==> config.mk <==
export PLATFORM = sky130hd
export DESIGN_NAME = icache_assoc
export DESIGN_NICKNAME = d
export VERILOG_FILES = /design/src/rtl/icache_assoc.sv
export SDC_FILE = /design/constraint.sdc
export NUM_CORES = 2
export LEC_CHECK = 0
export ABC_CLOCK_PERIOD_IN_PS = 19700
export CORE_ASPECT_RATIO = 0.6
export CORE_MARGIN = 2
export CORE_UTILIZATION = 65
export DETAILED_ROUTE_END_ITERATION = 16
export PLACE_DENSITY_LB_ADDON = 0.25
export SYNTH_ARGS = -nofsm -noshare
export SYNTH_HDL_FRONTEND = slang
export SYNTH_SLANG_ARGS = --single-unit
==> constraint.sdc <==
create_clock -name clk -period 19.7 [get_ports clk]
set_input_delay 2.955 -clock clk [delete_from_list [all_inputs] [get_ports clk]]
set_output_delay 2.955 -clock clk [all_outputs]
set_load 0.01 [all_outputs]
==> src/rtl/icache_assoc.sv <==
// icache_assoc -- set-associative, read-only instruction cache.
//
// Lookup is zero latency: a hit in IDLE drives ihit/imemload in the same cycle.
// A miss latches the block base address. FILL then fetches BLOCK_WORDS words
// from memory, one word per cycle where iwait is low. The block is written
// into the victim way when the last word arrives. flush invalidates every
// entry and also aborts a fill that is in progress.
//
// Parameters: SETS (power of two, 2..64), WAYS (1 or 2), BLOCK_WORDS (1, 2 or 4).
// Ports:
//   clk, nRST            clock, asynchronous active-low reset
//   imemREN, imemaddr    datapath fetch request and byte address
//   flush                invalidate all entries
//   ihit, imemload       hit strobe and instruction word (zero when no hit)
//   iREN, iaddr          memory read request and word address (FILL only)
//   iwait, iload         memory busy and read data
//   hit_count,           statistics counters; they exist only when
//   miss_count           ICACHE_STATS_EN is defined and read 0 otherwise

module icache_assoc_way #(
  parameter int TAG_W = 26
) (
  input  logic             vld,
  input  logic [TAG_W-1:0] tag_q,
  input  logic [TAG_W-1:0] tag_req,
  output logic             match
);
  assign match = vld && (tag_q == tag_req);
endmodule

module icache_assoc #(
  parameter int SETS        = 8,
  parameter int WAYS        = 2,
  parameter int BLOCK_WORDS = 2
) (
  input  logic        clk,
  input  logic        nRST,
  input  logic        imemREN,
  input  logic [31:0] imemaddr,
  input  logic        flush,
  output logic        ihit,
  output logic [31:0] imemload,
  output logic        iREN,
  output logic [31:0] iaddr,
  input  logic        iwait,
  input  logic [31:0] iload,
  output logic [31:0] hit_count,
  output logic [31:0] miss_count
);
  localparam int OFF_W = $clog2(BLOCK_WORDS);
  localparam int IDX_W = $clog2(SETS);
  localparam int TAG_W = 30 - OFF_W - IDX_W;
  localparam int CNT_W = (OFF_W > 0) ? OFF_W : 1;
  localparam logic [CNT_W-1:0] LAST = CNT_W'(BLOCK_WORDS - 1);

  typedef enum logic {IDLE, FILL} state_t;

  state_t state_q, state_d;
  logic [CNT_W-1:0] cnt_q;
  logic [31:0]      base_q;

  logic [WAYS-1:0][SETS-1:0] valid_q;
  logic [SETS-1:0]           lru_q;
  logic [TAG_W-1:0]          tag_arr  [WAYS][SETS];
  logic [31:0]               data_arr [WAYS][SETS][BLOCK_WORDS];
  logic [31:0]               fbuf     [BLOCK_WORDS];

  // Request address split
  logic [CNT_W-1:0] off;
  logic [IDX_W-1:0] idx;
  logic [TAG_W-1:0] tag;
  assign off = (BLOCK_WORDS == 1) ? '0 : CNT_W'(imemaddr >> 2);
  assign idx = IDX_W'(imemaddr >> (2 + OFF_W));
  assign tag = TAG_W'(imemaddr >> (2 + OFF_W + IDX_W));

  // Fill address split (from the latched base)
  logic [IDX_W-1:0] fidx;
  logic [TAG_W-1:0] ftag;
  assign fidx = IDX_W'(base_q >> (2 + OFF_W));
  assign ftag = TAG_W'(base_q >> (2 + OFF_W + IDX_W));

  // Tag compare, one instance per way
  logic [WAYS-1:0] match;
  for (genvar w = 0; w < WAYS; w++) begin : g_way
    icache_assoc_way #(.TAG_W(TAG_W)) u_way (
      .vld     (valid_q[w][idx]),
      .tag_q   (tag_arr[w][idx]),
      .tag_req (tag),
      .match   (match[w])
    );
  end

  logic hit;
  logic hit_way, vic;
  assign hit = (state_q == IDLE) && imemREN && !flush && (|match);

  always_comb begin
    hit_way = 1'b0;
    for (int w = 0; w < WAYS; w++)
      if (match[w]) hit_way = 1'(w);
  end

  // Victim: lowest-index invalid way, otherwise the LRU way
  always_comb begin
    vic = (WAYS == 2) ? lru_q[fidx] : 1'b0;
    for (int w = WAYS - 1; w >= 0; w--)
      if (!valid_q[w][fidx]) vic = 1'(w);
  end

  assign imemload = hit ? data_arr[hit_way][idx][off] : '0;
  assign iaddr    = (state_q == FILL) ? base_q + (32'(cnt_q) << 2) : '0;

  logic start, acc, done;

  always_comb begin
    state_d = state_q;
    ihit    = 1'b0;
    iREN    = 1'b0;
    start   = 1'b0;
    acc     = 1'b0;
    done    = 1'b0;
    case (state_q)
      IDLE: begin
        ihit = hit;
        if (imemREN && !flush && !(|match)) begin
          start   = 1'b1;
          state_d = FILL;
        end
      end
      FILL: begin
        iREN = 1'b1;
        if (flush) state_d = IDLE;
        else if (!iwait) begin
          acc = 1'b1;
          if (cnt_q == LAST) begin
            done    = 1'b1;
            state_d = IDLE;
          end
        end
      end
      default: state_d = IDLE;
    endcase
  end

  always_ff @(posedge clk or negedge nRST) begin
    if (!nRST) begin
      state_q <= IDLE;
      cnt_q   <= '0;
      base_q  <= '0;
      valid_q <= '0;
      lru_q   <= '0;
    end else begin
      state_q <= state_d;
      if (start) begin
        base_q <= (imemaddr >> (2 + OFF_W)) << (2 + OFF_W);
        cnt_q  <= '0;
      end
      if (acc) cnt_q <= done ? '0 : cnt_q + 1'b1;
      if (flush) begin
        valid_q <= '0;
        lru_q   <= '0;
      end else begin
        // LRU points at the way that was not just used
        if (hit && WAYS == 2) lru_q[idx] <= ~hit_way;
        if (done) begin
          valid_q[vic][fidx] <= 1'b1;
          if (WAYS == 2) lru_q[fidx] <= ~vic;
        end
      end
    end
  end

  // Data/tag storage carries no reset; valid bits gate every use
  always_ff @(posedge clk) begin
    if (acc) fbuf[cnt_q] <= iload;
    if (done) begin
      tag_arr[vic][fidx] <= ftag;
      // The last word comes straight from iload
      for (int w = 0; w < BLOCK_WORDS; w++)
        data_arr[vic][fidx][w] <= (CNT_W'(w) == cnt_q) ? iload : fbuf[w];
    end
  end

`ifdef ICACHE_STATS_EN
  logic [31:0] hit_cnt_q, miss_cnt_q;
  always_ff @(posedge clk or negedge nRST) begin
    if (!nRST) begin
      hit_cnt_q  <= '0;
      miss_cnt_q <= '0;
    end else begin
      if (ihit)  hit_cnt_q  <= hit_cnt_q + 32'd1;
      if (start) miss_cnt_q <= miss_cnt_q + 32'd1;
    end
  end
  assign hit_count  = hit_cnt_q;
  assign miss_count = miss_cnt_q;
`else
  assign hit_count  = '0;
  assign miss_count = '0;
`endif

endmodule

**Routed metal per tile**

Drawn at 1 px/um. 21 x 12 tiles, from white (low) to dark blue (high), scaled to the fullest tile. Values are wire area over tile area, all layers added.
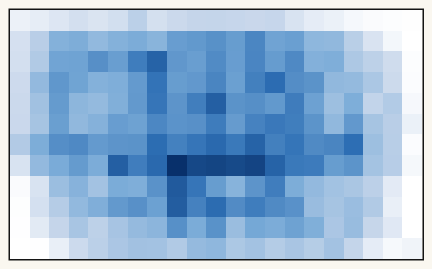
The mean over all tiles is 0.31. The densest ninth of the die: center. The fullest tile reaches 0.72.
vias post-DR: 37560
drt wl/cell: 35.0 um
total track usage: 35.7%
Detailed Route WL: 183 mm

**Gate families picked out**

Drawn at 2 px/um.
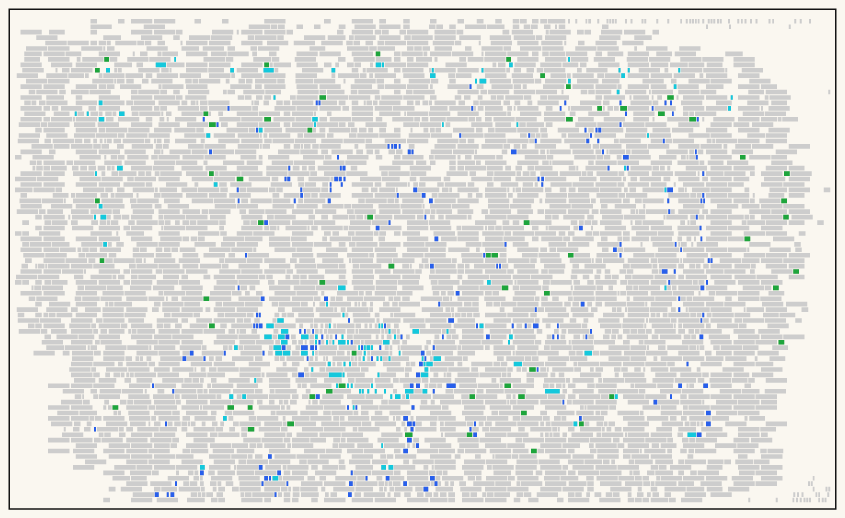
Key: cyan = nor cells [cells 135]; green = non-inverting ao/oa cells [cells 61, where all over the die]; blue = nand cells [cells 215]
final cell count without fillers: 5215
combinational share of cell area: 23.4%
Top cell excl fill/tap: edfxtp_1

**Zoomed window**

Window x 191 to 221, y 60 to 90 um. Cells in gray, sequential cells in the stronger gray; small squares are vias.
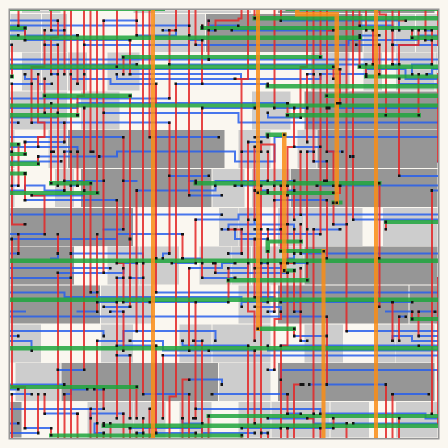
Key: orange = metal 4; green = metal 3; blue = metal 1; red = metal 2
Sequential cells in the window: 12. Most frequent: edfxtp_1 (7), buf_4 (7), nor2_1 (5). 59 logic cells have their middle in the window. Netlist names of flops here include `data_arr` (5), `valid_q` (3), `tag_arr` (2).

**M4 wires**

Drawn at 1.5 px/um. Supply wires on this layer in gray.
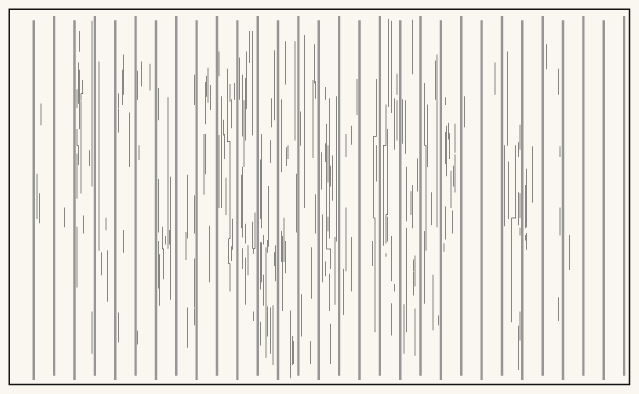
The wires run mostly vertical. 107 nets have wire on it. The longest straight run is 126 um. The layer holds 3.7% of the routed length.

**Routing congestion**

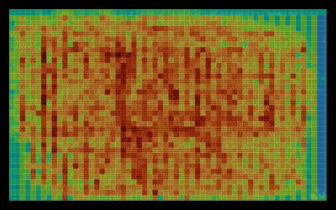
met2 Use GR: 51.7%
post-route core utilization: 72.6%

==> impl_metrics.py <==
# Synthesis and PnR figures
metrics = {
    "outcome": {
        "status": "finished clean",
    },
    "global_routing": {
        "antenna_found_initial": 4,
        "grt_max_degree": 121,
    },
    "final_timing": {
        "setup_ws_ns": 5.59,
        "finalSetupViolCount": 0,
        "fin_tns_setup_ns": 0,
        "tightest_slew_ns": 1.31,
    },
    "yosys": {
        "top_cell_area_share_pct": 69.4,
        "synth.most_common_cell": "edfxtp_1",
        "yosys.area.top_type": "edfxtp_1",
        "avgSynthCellArea_sq_um": 17.9,
        "ff_type": "edfxtp_1",
    },
    "floorplanning": {
        "dieArea_sq_um": 103000,
        "io_pins": 199,
        "dieHeight_um": 249,
        "row_count": 89,
        "coreArea_sq_um": 98800,
    },
    "flow_run": {
        "warnings": 32,
        "cap_violations": 0,
    },
    "cts": {
        "cts_setup_buffers": 0,
        "cts_inserted_buffers": 138,
        "cts_resized": 0,
    },
    "setup_path": {
        "critPathMaxFanout": 77,
        "start_kind": "input port",
        "r2r_cells": 11,
        "r2r_setup_slack_ns": 13.95,
    },
    "drt": {
        "viasPerCell": 7.20,
    },
    "power": {
        "power_density_nw_per_um2": 97.7,
    },
}
-- area by class of cell --
class	count	area share, %
Inverter	85	0.469
Timing Repair Buffer	225	2.84
Sequential cell	1559	64.9
Antenna cell	4	0.0140
Clock inverter	71	0.784
Clock buffer	179	5.25
Tap cell	1319	2.30
Multi-Input combinational cell	1773	23.4
-- registers in the layout, summed over array words and instances, names as in the netlist --
register	flops
base_q	29
cnt_q	1
data_arr	1024
fbuf	64
lru_q	8
state_q	1
tag_arr	416
valid_q	16
-- stage by stage --
stage / cell area, sq um / total power [mW] / instances / hold WS (ns)
4_1_cts: 71700 / 6.99 / 5211 / 0.545
6_report: 71700 / 7.00 / 5215 / 0.548
2_1_floorplan: 65300 / 4.19 / 3704 / 0.478
3_5_place_dp: 67400 / 4.40 / 4961 / 0.520
5_1_grt: 71700 / 7.17 / 5212 / 0.567
3_3_place_gp: 67400 / 4.36 / 4961 / 0.495
-- final timing paths --
kind	startpoint	endpoint
worst max-delay path	imemaddr[3]	imemload[22]
worst min-delay path	valid_q[8]	valid_q[8]
worst max register to register	state_q	data_arr[0][120]
worst min register to register	valid_q[8]	valid_q[8]
max in group asynchronous	nRST	cnt_q
min in group asynchronous	nRST	base_q[22]
-- metal layers --
metal | share of wire, % | vias up | GRT usage, %
li1 | - | 14792 | -
met1 | 36 | 19170 | 51.9
met2 | 44 | 3078 | 51.7
met3 | 15 | 520 | 10.8
met4 | 3.7 | 0 | 13.3
met5 | 0 | - | 0.0932
-- critical path, cell delays in order --
cell and delay, ns:
buf_8 0.61, buf_4 0.89, and2_1 0.70, a22oi_1 0.22, a21oi_1 0.22, o22ai_1 0.18
nor4_4 0.29, buf_4 0.65, and4_4 0.78, buf_4 0.54, buf_4 0.70, mux4_2 0.60
mux4_2 0.53, nand3_1 0.39, o41ai_2 0.21, clkdlybuf4s50_1 0.52
-- power by group through the flow --
| stage | Combinational, mW | Clock, mW | Sequential [mW] |
|---|---|---|---|
| CTS | 0.474 | 2.66 | 3.86 |
| finish | 0.488 | 2.65 | 3.86 |
| global route | 0.516 | 2.79 | 3.87 |
| floorplan | 0.306 | 0 | 3.89 |
| detailed placement | 0.469 | 0 | 3.93 |
| global placement | 0.439 | 0 | 3.92 |
-- cells in the final DEF (no fill, tap or decap), drive strengths merged, types with 21 or more instances in the layout --
| cell type | count |
|---|---|
| clkbuf | 179 |
| mux2i | 515 |
| a211oi | 39 |
| nand2 | 140 |
| edfxtp | 1504 |
| dfrtp | 55 |
| a41oi | 37 |
| mux4 | 186 |
| o21ai | 29 |
| nor2 | 78 |
| conb | 66 |
| buf | 100 |
| a221oi | 24 |
| a21oi | 47 |
| inv | 90 |
| and2 | 35 |
| o22ai | 61 |
| mux2 | 115 |
| a22oi | 64 |
| nand4 | 21 |
| clkinv | 55 |
| xnor2 | 28 |
| clkdlybuf4s50 | 125 |
-- kinds of logic (layout without fill, tap and decap cells) --
group                     count (synthesis)  in the layout  share of synthesized area, %
DFF                                    1559           1559                          71.5
other                                     1             70                       0.00576
muxes                                   816            816                          16.4
buffers and inverters                   372            560                          3.33
AOI/OAI and AO/OA                       440            440                          5.00
and+or+nand+nor                         419            419                          3.35
xor gates and xnor gates                 32             32                         0.431
Power and IR drop assume default switching activity.
